$ cat src/rtl/ula_pkg.sv
// Shared types and constants for the digit-serial ULA and its combinational slice.
package ula_pkg;

    typedef enum logic [2:0] {
        OP_ADD   = 3'b000,
        OP_SUB   = 3'b001,
        OP_AND   = 3'b010,
        OP_OR    = 3'b011,
        OP_XOR   = 3'b100,
        OP_NOTA  = 3'b101,
        OP_PASSA = 3'b110,
        OP_RSVD  = 3'b111
    } op_t;

    typedef enum logic {
        IDLE = 1'b0,
        RUN  = 1'b1
    } state_t;

    localparam int SLICE_W_DEFAULT = 4;

endpackage

$ cat src/rtl/ula_slice.sv
// Combinational SLICE_W-bit ALU slice; SUB inverts b here so the caller only supplies the carry.
module ula_slice
    import ula_pkg::*;
#(
    parameter int SLICE_W = SLICE_W_DEFAULT
) (
    input  op_t                op,
    input  logic [SLICE_W-1:0] a,
    input  logic [SLICE_W-1:0] b,
    input  logic               cin,
    output logic [SLICE_W-1:0] f,
    output logic               cout,
    output logic               c_msb
);

    logic [SLICE_W-1:0] b_eff;
    logic [SLICE_W:0]   sum;

    always_comb begin
        b_eff = (op == OP_SUB) ? ~b : b;
        sum   = {1'b0, a} + {1'b0, b_eff} + {{SLICE_W{1'b0}}, cin};
        f     = '0;
        cout  = 1'b0;
        c_msb = 1'b0;
        case (op)
            OP_ADD, OP_SUB: begin
                f     = sum[SLICE_W-1:0];
                cout  = sum[SLICE_W];
                // Carry into the MSB recovered from the MSB sum bit and its two addends.
                c_msb = sum[SLICE_W-1] ^ a[SLICE_W-1] ^ b_eff[SLICE_W-1];
            end
            OP_AND:   f = a & b;
            OP_OR:    f = a | b;
            OP_XOR:   f = a ^ b;
            OP_NOTA:  f = ~a;
            OP_PASSA: f = a;
            default:  f = '0;
        endcase
    end

endmodule

$ cat src/rtl/ula_serial_n.sv
// Digit-serial N-bit ULA: one SLICE_W-bit slice per clock, LSB first, registered carry
// between slices, start/busy/done handshake with result and flags held until the next done.
module ula_serial_n
    import ula_pkg::*;
#(
    parameter int WIDTH   = 16,
    parameter int SLICE_W = SLICE_W_DEFAULT
) (
    input  logic             clk,
    input  logic             rst,
    input  logic             start,
    input  logic [2:0]       op,
    input  logic [WIDTH-1:0] a,
    input  logic [WIDTH-1:0] b,
    input  logic             cin,
    output logic             busy,
    output logic             done,
    output logic [WIDTH-1:0] f,
    output logic             cout,
    output logic             zero,
    output logic             ovf
);

    localparam int NSLICES = WIDTH / SLICE_W;
    localparam int CNT_W   = (NSLICES > 1) ? $clog2(NSLICES) : 1;
    localparam logic [CNT_W-1:0] LAST_K = CNT_W'(NSLICES - 1);

    // Handshake: start is taken on any edge where busy=0 (including the done cycle);
    // start while busy=1 is dropped, and done pulses one cycle after the last slice edge.
    state_t             state, next_state;
    logic               accept, last;
    op_t                op_q;
    logic [WIDTH-1:0]   a_sr, b_sr, res_sr, next_res;
    logic               carry_q;
    logic [CNT_W-1:0]   k;
    logic [SLICE_W-1:0] slice_f;
    logic               slice_cout, slice_cmsb;

    ula_slice #(.SLICE_W(SLICE_W)) u_slice (
        .op    (op_q),
        .a     (a_sr[SLICE_W-1:0]),
        .b     (b_sr[SLICE_W-1:0]),
        .cin   (carry_q),
        .f     (slice_f),
        .cout  (slice_cout),
        .c_msb (slice_cmsb)
    );

    generate
        if (NSLICES == 1) begin : g_single
            assign next_res = slice_f;
        end else begin : g_multi
            assign next_res = {slice_f, res_sr[WIDTH-1:SLICE_W]};
        end
    endgenerate

    always_ff @(posedge clk or posedge rst) begin
        if (rst) state <= IDLE;
        else     state <= next_state;
    end

    always_comb begin
        next_state = state;
        accept     = 1'b0;
        last       = 1'b0;
        case (state)
            IDLE: begin
                if (start) begin
                    accept     = 1'b1;
                    next_state = RUN;
                end
            end
            RUN: begin
                if (k == LAST_K) begin
                    last       = 1'b1;
                    next_state = IDLE;
                end
            end
            default: next_state = IDLE;
        endcase
    end

    assign busy = (state == RUN);

    always_ff @(posedge clk or posedge rst) begin
        if (rst) begin
            op_q    <= OP_ADD;
            a_sr    <= '0;
            b_sr    <= '0;
            res_sr  <= '0;
            carry_q <= 1'b0;
            k       <= '0;
            done    <= 1'b0;
            f       <= '0;
            cout    <= 1'b0;
            zero    <= 1'b0;
            ovf     <= 1'b0;
        end else begin
            done <= last;
            if (accept) begin
                op_q    <= op_t'(op);
                a_sr    <= a;
                b_sr    <= b;
                carry_q <= (op == OP_ADD) ? cin : (op == OP_SUB);
                k       <= '0;
            end else if (state == RUN) begin
                a_sr    <= a_sr >> SLICE_W;
                b_sr    <= b_sr >> SLICE_W;
                res_sr  <= next_res;
                carry_q <= slice_cout;
                k       <= k + CNT_W'(1);
                if (last) begin
                    f    <= next_res;
                    cout <= slice_cout;
                    zero <= (next_res == '0);
                    ovf  <= ((op_q == OP_ADD) || (op_q == OP_SUB)) & (slice_cmsb ^ slice_cout);
                end
            end
        end
    end

endmodule

$ cat config.mk
export PLATFORM = sky130hd
export DESIGN_NAME = ula_serial_n
export DESIGN_NICKNAME = d
export VERILOG_FILES = /design/src/rtl/ula_pkg.sv /design/src/rtl/ula_slice.sv /design/src/rtl/ula_serial_n.sv
export SDC_FILE = /design/constraint.sdc
export NUM_CORES = 1
export LEC_CHECK = 0
export CAP_MARGIN = 20
export CELL_PAD_IN_SITES_DETAIL_PLACEMENT = 2
export CELL_PAD_IN_SITES_GLOBAL_PLACEMENT = 2
export CORE_AREA = 2 2 100 102
export CTS_BUF_LIST = sky130_fd_sc_hd__clkbuf_2
export CTS_CLUSTER_SIZE = 10
export DETAILED_ROUTE_END_ITERATION = 7
export DIE_AREA = 0 0 102 104
export GPL_ROUTABILITY_DRIVEN = 0
export GPL_TIMING_DRIVEN = 0
export PLACE_DENSITY_LB_ADDON = 0.1
export SYNTH_ARGS = -nofsm -noshare
export SYNTH_HDL_FRONTEND = slang
export SYNTH_SLANG_ARGS = --single-unit
$ cat constraint.sdc
create_clock -name clk -period 5.22 [get_ports clk]
set_input_delay 1.044 -clock clk [delete_from_list [all_inputs] [get_ports clk]]
set_output_delay 1.044 -clock clk [all_outputs]
set_load 0.05 [all_outputs]
run_1/detail.png
Window x 38 to 63, y 19 to 44 µm. Cells in gray, sequential cells in the stronger gray; small squares are vias.
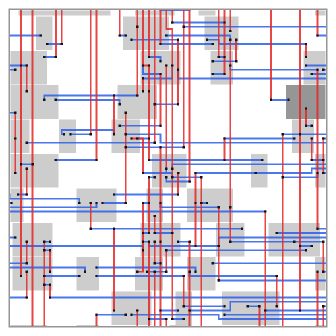
legend:
  blue:
    layer: metal 1
  red:
    layer: metal 2
sequential cells in the window: 0
cells with their middle in the window: 31
most frequent: inv_1 (4), nand2_1 (3)

run_1/io_placement.png
(4 px per µm) Pins as bars across the die edge, other pins in gray.
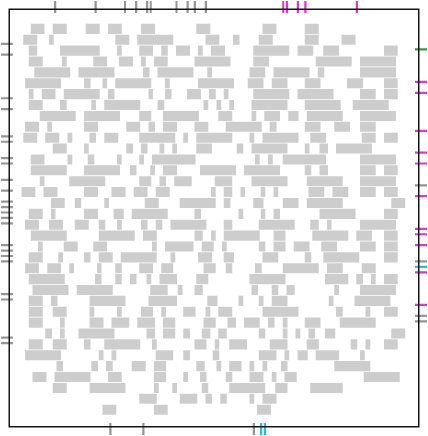
legend:
  cyan:
    port: `op`
    pins: 3
    direction: input
    edge: 2 south, 1 east
  green:
    port: `done`
    pins: 1
    direction: output
    edge: east
  magenta:
    port: `f`
    pins: 16
    direction: output
    edge: 11 east, 5 north

run_1/flops_by_reg.png
(3 px per µm) Other sequential cells in the stronger gray, the rest of the logic in the fainter gray.
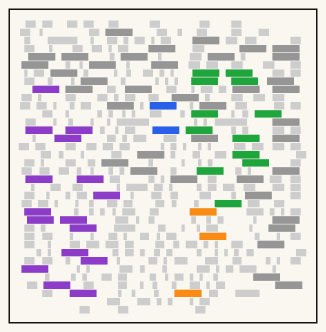
legend:
  purple:
    netlist_name: `b_sr`
    placed_flops: 16
  blue:
    netlist_name: `k`
    placed_flops: 2
  orange:
    netlist_name: `op_q`
    placed_flops: 3
  green:
    netlist_name: `res_sr`
    placed_flops: 12

==> flow_metrics.tcl, run 1 <==
# place-and-route summary
set metrics [dict create \
    grt_pass1_wl_mm 15.10 \
    crit_path_start_kind "register" \
    yosysTopAreaCellShare_pct 50.57 \
    crit_required_ns 5.63 \
    flops 71 \
    intPower_mw 1.590 \
    worstSetupStartpoint "op_q[0]" \
    grt_use_met2_pct 31.11 \
    wl_per_cell_um 17.19 \
    inverters 16 \
    synth_stat.cells 318 \
    top_area_cell "dfrtp_1" \
    r2r_cells 10 \
    cts_resized 0 \
    dp_hpwl_mm 6.819 \
    io_buffers 58 \
    cts_buffers 9 \
    syn_nets 371 \
    rsz0062_at_grt "false" \
    cp_slowest_stage_delay_ns 0.52 \
    edf_count 0 \
    cp_cell_sequence "buf_2, inv_1, nor3_2, xnor2_1, fa_1, fa_1, o221ai_1, a22oi_1, inv_1, o41ai_2" \
    m1WireLength_mm 4.015 \
    top_cell "dfrtp_1" \
    grt_use_total_pct 18.30 \
    antenna_found_initial 0 \
    status "complete, no violations" \
    worstHoldPathType "reg -> reg" \
    synth-area-yosys_um2 3513 \
    clock_latency_ns 0.51 \
    num_io_pins 60 \
    tool_warnings 30 \
    synth_async_sr_flop_share_pct 100.0 \
    htreeDepth 3 \
    logic_gates 212 \
    grt_pass1_vias 2886 \
    synth_warnings 0 \
    yosysUniqueCellTypes 37 \
    power_frac_comb_pct 53.3 \
    largestClassByArea "registers" \
    ant_nets 0 \
    synthTopLogicFamily "multiplexers" \
    ys_seq_share_pct 50.57 \
    whs_ns 0.5161 \
    drt-initial-drc-count 51 \
    top_layer "met4" \
    layout_top_cells "dfrtp_1 (71), clkdlybuf4s50_1 (58), nand2_1 (40)" \
    cpLargestDelayFamily "adder cells" \
    aoi_share_pct 9.580 \
    cts-root-buf "clkbuf_2" \
    cp-end-kind "register" \
    hold_viol_final 0 \
    p_clk_share_pct 13.3 \
    netlist_area_um2 3513 \
    r2r_end "zero" \
    max_freq_mhz 293.1 \
    synth_top_flop_cell "dfrtp_1" \
    drc_errors 0 \
    sh_seq_area_pct 40.03 \
    die_x_um 102 \
    use_met3_pct 3.763 \
    clk_path_buf_depth 2 \
    core.rowCount 36 \
    synthToLayoutAreaGrowth_pct 26.32 \
    cts_tree "yes" \
    synthCells 318 \
    gr-total-overflow 0 \
    adder_share_pct 5.413 \
    arrival_ns 3.82 \
    path_depth 10 \
    final-clk-cell-share_pct 3.327 \
    syn_avg_cell_area_um2 11.05 \
    regArea_um2 1777 \
    die_area_um2 10610 \
    sh_comb_area_pct 35.75 \
    hold_start "f[12]" \
]
==> run 2, diff against run 1 <==
Settings changed: CORE_AREA 2 2 100 102 to 2 2 108 110, DIE_AREA 0 0 102 104 to 0 0 110 112.
Clock period 5.22 ns to 3 ns, I/O delays scaled along.
==> run 2 against run 1 <==
Against the previous run: final cell count increased by 3.4%; cell area up 2.8%; count of clock-buffer cells in the layout did not move; sequential share of layout area shrank 1.1 points; clock power up 77%; critical path depth stayed put; register-to-register slack worse by 1.7 ns; core utilization is 5.6 points lower; via count grew 0.23%; maximum frequency increased by 20%; area after synthesis did not move; wire length increased by 3.1%; highest routed layer unchanged.
==> flow_metrics.tcl, run 2 <==
# place-and-route summary
set metrics [dict create \
    status "complete, no violations" \
    p_per_area_nw_per_um2 1139 \
    crit_path_start_kind "register" \
    power-top-group "combinational logic" \
    die_area_um2 12320 \
    arrival_ns 3.35 \
    cp_slowest_stage_delay_ns 0.43 \
    final-clk-cell-share_pct 3.263 \
    clk_path_buf_depth 2 \
    ant_nets 0 \
    antenna_found_initial 0 \
    total_power_mw 5.196 \
    synth_stat.cells 318 \
    synthCells 318 \
    sh_comb_area_pct 35.43 \
    path_depth 10 \
    top_cell "dfrtp_1" \
    ys_sh_simple_pct 9.473 \
    netlist_area_um2 3513 \
    r2r_end "f[14]" \
    cts-root-buf "clkbuf_2" \
    p_clk_share_pct 13.1 \
    dp_hpwl_mm 6.790 \
    yosysUniqueCellTypes 37 \
    core.rowCount 39 \
    num_io_pins 60 \
    hold_viol_final 0 \
    htreeDepth 3 \
    synth-area-yosys_um2 3513 \
    logic_gates 212 \
    layout_top_cells "dfrtp_1 (70), clkdlybuf4s50_1 (58), nand2_1 (40)" \
    grt_pass1_wl_mm 15.37 \
    yosysTopAreaCellShare_pct 50.57 \
    grt_use_met2_pct 26.67 \
    aoi_share_pct 9.580 \
    synth_top_flop_cell "dfrtp_1" \
    die_x_um 110 \
    whs_ns 0.2614 \
    fin_area_um2 4563 \
    drc_errors 0 \
    syn_nets 371 \
    cts_resized 5 \
    ys_seq_share_pct 50.57 \
    cts_tree "yes" \
    grt_use_total_pct 16.48 \
    drt-initial-drc-count 52 \
    synth_warnings 0 \
    power_frac_comb_pct 54.6 \
    worstSetupStartpoint "op_q[0]" \
    crit_required_ns 3.50 \
    tool_warnings 30 \
    r2r_cells 10 \
    intPower_mw 2.899 \
    max_freq_mhz 351.1 \
    edf_count 0 \
    cts_buffers 9 \
    flops 71 \
    syn_avg_cell_area_um2 11.05 \
    grt_pass1_vias 2884 \
    regArea_um2 1778 \
    largestClassByArea "registers" \
    cp_cell_sequence "buf_6, clkinvlp_4, nor3_4, xnor2_2, fa_2, fa_2, xor2_1, a22o_1, a21oi_1, mux2_2" \
    synthToLayoutAreaGrowth_pct 29.88 \
    top_layer "met4" \
    cpLargestDelayFamily "adder cells" \
    worstHoldPathType "in -> async" \
    crit_path_frequent_cell "fa_2" \
    area_leaders "dfrtp_1 (51%), mux2i_1 (9.4%), mux2_2 (8.7%)" \
    gr-total-overflow 0 \
    clock_latency_ns 0.55 \
    setup_viol 0 \
    synthTopLogicFamily "multiplexers" \
    io_buffers 58 \
    m1WireLength_mm 4.210 \
    synth_async_sr_flop_share_pct 100.0 \
    top_area_cell "dfrtp_1" \
    inverters 16 \
]
run_2/congestion.png
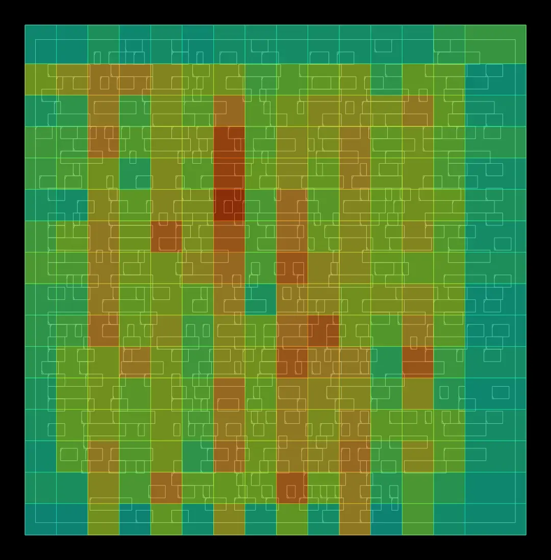
met3 Use GR: 3.571%
GR peak layer: met2
detailed-route wire length per cell: 17.13 µm
GRT met1 Usage: 21.46%
post-layout util: 40.84%

Power figures rest on the tool's default switching activity, not on a simulated workload.
